$ cat config.mk
export PLATFORM = sky130hd
export DESIGN_NAME = butterfly_r2_pipe
export DESIGN_NICKNAME = d
export VERILOG_FILES = /design/src/rtl/butterfly_r2_pipe.sv
export SDC_FILE = /design/constraint.sdc
export NUM_CORES = 2
export LEC_CHECK = 0
export CELL_PAD_IN_SITES_DETAIL_PLACEMENT = 1
export CELL_PAD_IN_SITES_GLOBAL_PLACEMENT = 2
export CORE_AREA = 2 2 468 377
export CTS_CLUSTER_DIAMETER = 120
export DETAILED_ROUTE_END_ITERATION = 16
export DIE_AREA = 0 0 470 379
export PLACE_DENSITY = 0.67
export SYNTH_ARGS = -nofsm -noshare
export SYNTH_HDL_FRONTEND = slang
export SYNTH_SLANG_ARGS = --single-unit
$ cat constraint.sdc
create_clock -name i_clk -period 12.1 [get_ports i_clk]
set_clock_uncertainty 0.05 [all_clocks]
set_input_delay 3.025 -clock i_clk [delete_from_list [all_inputs] [get_ports i_clk]]
set_output_delay 3.025 -clock i_clk [all_outputs]
set_load 0.01 [all_outputs]
$ cat src/rtl/butterfly_r2_pipe.sv
// Four-stage pipelined radix-2 DIT butterfly: out0 = in0 + W*in1, out1 = in0 - W*in1 in signed Q fixed point,
// with valid/ready backpressure, per-sample conjugate twiddle, optional /2 scaling, saturation and sticky overflow.
module butterfly_r2_pipe #(
    parameter int N = 16,
    parameter int Q = 8
) (
    input  logic                i_clk,
    input  logic                i_rst,
    input  logic                i_valid,
    output logic                o_ready,
    input  logic signed [N-1:0] i_in0_re,
    input  logic signed [N-1:0] i_in0_im,
    input  logic signed [N-1:0] i_in1_re,
    input  logic signed [N-1:0] i_in1_im,
    input  logic signed [N-1:0] i_twiddle_re,
    input  logic signed [N-1:0] i_twiddle_im,
    input  logic                i_inverse,
    input  logic                i_scale,
    output logic                o_valid,
    input  logic                i_ready,
    output logic signed [N-1:0] o_out0_re,
    output logic signed [N-1:0] o_out0_im,
    output logic signed [N-1:0] o_out1_re,
    output logic signed [N-1:0] o_out1_im,
    output logic                o_ovf,
    input  logic                i_ovf_clr
);

    localparam logic signed [2*N:0] MAXW = {{(N+2){1'b0}}, {(N-1){1'b1}}};
    localparam logic signed [2*N:0] MINW = {{(N+2){1'b1}}, {(N-1){1'b0}}};
    localparam logic signed [2*N:0] RND  = {{(2*N){1'b0}}, 1'b1} << (Q-1);
    localparam logic signed [N-1:0] MAXN = {1'b0, {(N-1){1'b1}}};
    localparam logic signed [N-1:0] MINN = {1'b1, {(N-1){1'b0}}};

    function automatic logic signed [N-1:0] neg_sat(input logic signed [N-1:0] x);
        return (x == MINN) ? MAXN : -x;
    endfunction

    function automatic logic signed [2*N-1:0] mul(input logic signed [N-1:0] a,
                                                  input logic signed [N-1:0] b);
        logic signed [2*N-1:0] ae;
        logic signed [2*N-1:0] be;
        ae = (2*N)'(a);
        be = (2*N)'(b);
        return ae * be;
    endfunction

    function automatic logic signed [2*N:0] rnd_shr(input logic signed [2*N:0] x);
        logic signed [2*N:0] r;
        r = x + RND;
        return r >>> Q;
    endfunction

    function automatic logic is_sat(input logic signed [2*N:0] x);
        return (x > MAXW) || (x < MINW);
    endfunction

    function automatic logic signed [N-1:0] sat(input logic signed [2*N:0] x);
        logic signed [N-1:0] r;
        if (x > MAXW)      r = MAXN;
        else if (x < MINW) r = MINN;
        else               r = x[N-1:0];
        return r;
    endfunction

    // (s + 1) >>> 1 of an N+1 bit sum always lands inside the N-bit range
    function automatic logic signed [N-1:0] half(input logic signed [N:0] s);
        logic signed [N:0] h;
        h = (s + (N+1)'(1)) >>> 1;
        return h[N-1:0];
    endfunction

    function automatic logic signed [N-1:0] s4_out(input logic signed [N:0] s, input logic scl);
        return scl ? half(s) : sat((2*N+1)'(s));
    endfunction

    function automatic logic s4_sat(input logic signed [N:0] s, input logic scl);
        return !scl && is_sat((2*N+1)'(s));
    endfunction

    logic                  en;
    logic                  vld_p1_q, vld_p2_q, vld_p3_q, vld_p4_q;
    logic                  scl_p1_q, scl_p2_q, scl_p3_q;
    logic signed [N-1:0]   in0_re_p1_q, in0_im_p1_q, in1_re_p1_q, in1_im_p1_q;
    logic signed [N-1:0]   tw_re_p1_q, tw_im_p1_q, tw_im_p1_d;
    logic signed [N-1:0]   in0_re_p2_q, in0_im_p2_q;
    logic signed [2*N-1:0] prd0_p2_q, prd1_p2_q, prd2_p2_q, prd3_p2_q;
    logic signed [2*N-1:0] prd0_p2_d, prd1_p2_d, prd2_p2_d, prd3_p2_d;
    logic signed [2*N:0]   tr_w, ti_w;
    logic signed [N-1:0]   in0_re_p3_q, in0_im_p3_q;
    logic signed [N-1:0]   t_re_p3_q, t_im_p3_q, t_re_p3_d, t_im_p3_d;
    logic signed [N:0]     s0_re, s0_im, s1_re, s1_im;
    logic signed [N-1:0]   out0_re_q, out0_im_q, out1_re_q, out1_im_q;
    logic signed [N-1:0]   out0_re_d, out0_im_d, out1_re_d, out1_im_d;
    logic                  ovf3, ovf4, ovf_q, ovf_d;

    assign en      = !vld_p4_q || i_ready;
    assign o_ready = en && i_rst;

    // Stage 1: operand capture, twiddle conjugated for inverse transforms
    always_comb begin
        tw_im_p1_d = i_inverse ? neg_sat(i_twiddle_im) : i_twiddle_im;
    end

    always_ff @(posedge i_clk) begin
        if (en) begin
            in0_re_p1_q <= i_in0_re;
            in0_im_p1_q <= i_in0_im;
            in1_re_p1_q <= i_in1_re;
            in1_im_p1_q <= i_in1_im;
            tw_re_p1_q  <= i_twiddle_re;
            tw_im_p1_q  <= tw_im_p1_d;
            scl_p1_q    <= i_scale;
        end
    end

    // Stage 2: four full-width partial products
    always_comb begin
        prd0_p2_d = mul(in1_re_p1_q, tw_re_p1_q);
        prd1_p2_d = mul(in1_im_p1_q, tw_im_p1_q);
        prd2_p2_d = mul(in1_re_p1_q, tw_im_p1_q);
        prd3_p2_d = mul(in1_im_p1_q, tw_re_p1_q);
    end

    always_ff @(posedge i_clk) begin
        if (en) begin
            prd0_p2_q   <= prd0_p2_d;
            prd1_p2_q   <= prd1_p2_d;
            prd2_p2_q   <= prd2_p2_d;
            prd3_p2_q   <= prd3_p2_d;
            in0_re_p2_q <= in0_re_p1_q;
            in0_im_p2_q <= in0_im_p1_q;
            scl_p2_q    <= scl_p1_q;
        end
    end

    // Stage 3: complex product W*in1, rounded back to Q and saturated
    always_comb begin
        tr_w      = rnd_shr((2*N+1)'(prd0_p2_q) - (2*N+1)'(prd1_p2_q));
        ti_w      = rnd_shr((2*N+1)'(prd2_p2_q) + (2*N+1)'(prd3_p2_q));
        t_re_p3_d = sat(tr_w);
        t_im_p3_d = sat(ti_w);
        ovf3      = vld_p2_q && (is_sat(tr_w) || is_sat(ti_w));
    end

    always_ff @(posedge i_clk) begin
        if (en) begin
            t_re_p3_q   <= t_re_p3_d;
            t_im_p3_q   <= t_im_p3_d;
            in0_re_p3_q <= in0_re_p2_q;
            in0_im_p3_q <= in0_im_p2_q;
            scl_p3_q    <= scl_p2_q;
        end
    end

    // Stage 4: sum/difference with optional halving, then the output register
    always_comb begin
        s0_re     = (N+1)'(in0_re_p3_q) + (N+1)'(t_re_p3_q);
        s0_im     = (N+1)'(in0_im_p3_q) + (N+1)'(t_im_p3_q);
        s1_re     = (N+1)'(in0_re_p3_q) - (N+1)'(t_re_p3_q);
        s1_im     = (N+1)'(in0_im_p3_q) - (N+1)'(t_im_p3_q);
        out0_re_d = s4_out(s0_re, scl_p3_q);
        out0_im_d = s4_out(s0_im, scl_p3_q);
        out1_re_d = s4_out(s1_re, scl_p3_q);
        out1_im_d = s4_out(s1_im, scl_p3_q);
        ovf4      = vld_p3_q && (s4_sat(s0_re, scl_p3_q) || s4_sat(s0_im, scl_p3_q) ||
                                 s4_sat(s1_re, scl_p3_q) || s4_sat(s1_im, scl_p3_q));
        ovf_d     = (ovf_q && !i_ovf_clr) || (en && (ovf3 || ovf4));
    end

    always_ff @(posedge i_clk or negedge i_rst) begin
        if (!i_rst) begin
            vld_p1_q  <= 1'b0;
            vld_p2_q  <= 1'b0;
            vld_p3_q  <= 1'b0;
            vld_p4_q  <= 1'b0;
            ovf_q     <= 1'b0;
            out0_re_q <= '0;
            out0_im_q <= '0;
            out1_re_q <= '0;
            out1_im_q <= '0;
        end else begin
            ovf_q <= ovf_d;
            if (en) begin
                vld_p1_q  <= i_valid;
                vld_p2_q  <= vld_p1_q;
                vld_p3_q  <= vld_p2_q;
                vld_p4_q  <= vld_p3_q;
                out0_re_q <= out0_re_d;
                out0_im_q <= out0_im_d;
                out1_re_q <= out1_re_d;
                out1_im_q <= out1_im_d;
            end
        end
    end

    assign o_valid   = vld_p4_q;
    assign o_out0_re = out0_re_q;
    assign o_out0_im = out0_im_q;
    assign o_out1_re = out1_re_q;
    assign o_out1_im = out1_im_q;
    assign o_ovf     = ovf_q;

endmodule
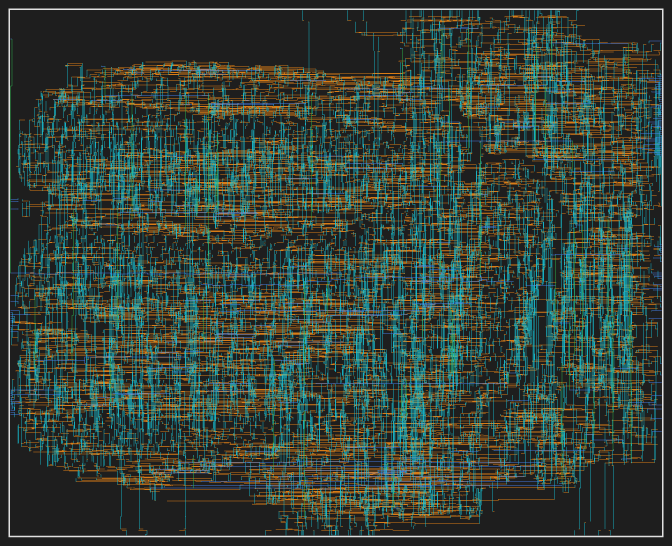
Fig. 1. Metal layers overlaid.
| layer | colour | wire length |
|---|---|---|
| metal 1 | orange | 81.2 mm |
| metal 3 | blue | 5780 microns |
| metal 4 | green | 2860 microns |
| metal 2 | cyan | 80.9 mm |
average detailed-routed wire length per instance: 19.9 microns
aggregate routed wire length: 171000 microns
via count: 41.8k
aggregate global-route resource usage: 0.198

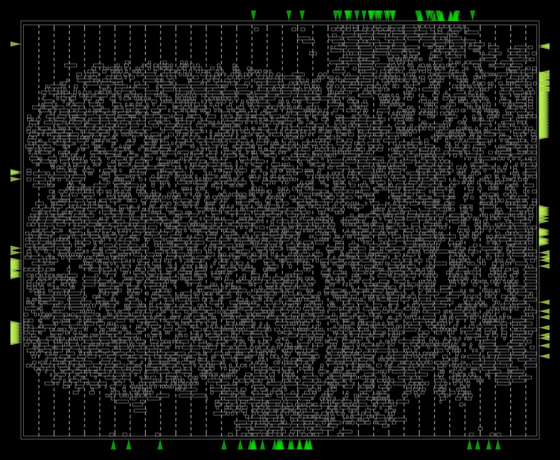
Fig. 2. Placed standard cells.
tally of non-filler cells in the final layout: 8596
floorplan row count: 137
Finished Core Util: 0.382

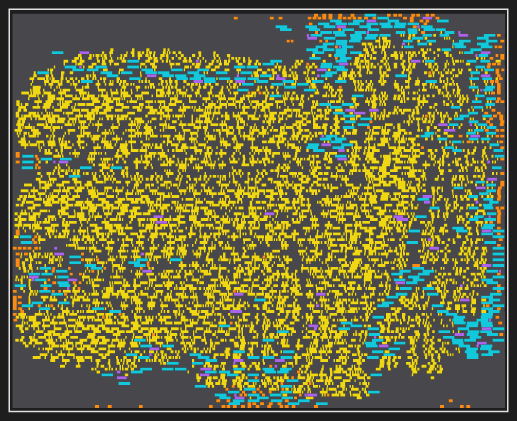
Fig. 3. Placed cells, one colour a class.
Fill, decap, tap and diode cells in grey.
| class | colour | cells |
|---|---|---|
| sequential cells | cyan | 392 |
| combinational and other logic | yellow | 5566 |
| remaining buffers and delay cells | orange | 243 |
| clock drivers and dummy loads | purple | 96 |
final design area excluding fillers: 0.0662 sq mm
fraction of standard cell area that is sequential: 0.172
Floorplan Core Area: 0.173 sq mm

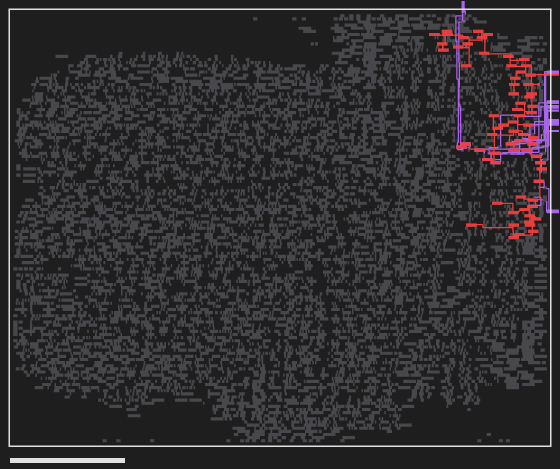
Fig. 4. Nets reached from selected ports.
The bar under the picture is 100 microns long.
| port | colour | direction | end cells | buffers | wire |
|---|---|---|---|---|---|
| i_rst | red | input | 70 | 1 | 639 microns |
| o_out0_im | purple | output | 16 | 16 | 1140 microns |
Port Buffers: 169
number of ports placed on the die boundary: 170

==> out/results.tsv <==
stage	metric	value	unit
run_status	status	complete, no violations	
final_layout	area growth from synthesis to layout	9.72	%
final_layout	number of ordinary inverters in the final layout	1309	
setup_path	critical path's slowest cell	sky130_fd_sc_hd__clkdlybuf4s50_1	
global_route	total gr overflow	0	
detailed_routing	wire length the detailed router placed on met1	81200	microns
synth	most used standard cell by instance count after synthesis	sky130_fd_sc_hd__inv_1	
placement	Cells after DPL	8494	
synth	number of synthesis warnings	0	
clocking	# hold bufs at CTS	0	
detailed_routing	wire length on met3	5780	microns
synth	Seq share, synth	0.189	
final_layout	Filler Cells Inserted	19679	
worst_hold_path	worst hold path class	reg -> reg	
setup_path	critical path arrival	4.94	ns
clocking	H-Tree Depth	2	
synth	synthesized cell area	0.0604	sq mm
timing	Hold Vio Cnt, Final	0	
job	stage-log warning count	61	
synth	portion of netlist area occupied by mux cells	0.00116	
setup_path	critical path launch point type	input port	
setup_path	kind of critical path	in -> out	
final_layout	final net count	7928	
synth	Compound-Gate Fraction of Synth Area	0.0739	
placement	global placer's final weighted congestion	0.820	
clocking	Clock Tree Buf Depth	3	
synth	most common flop cell mapped by yosys	sky130_fd_sc_hd__edfxtp_1	
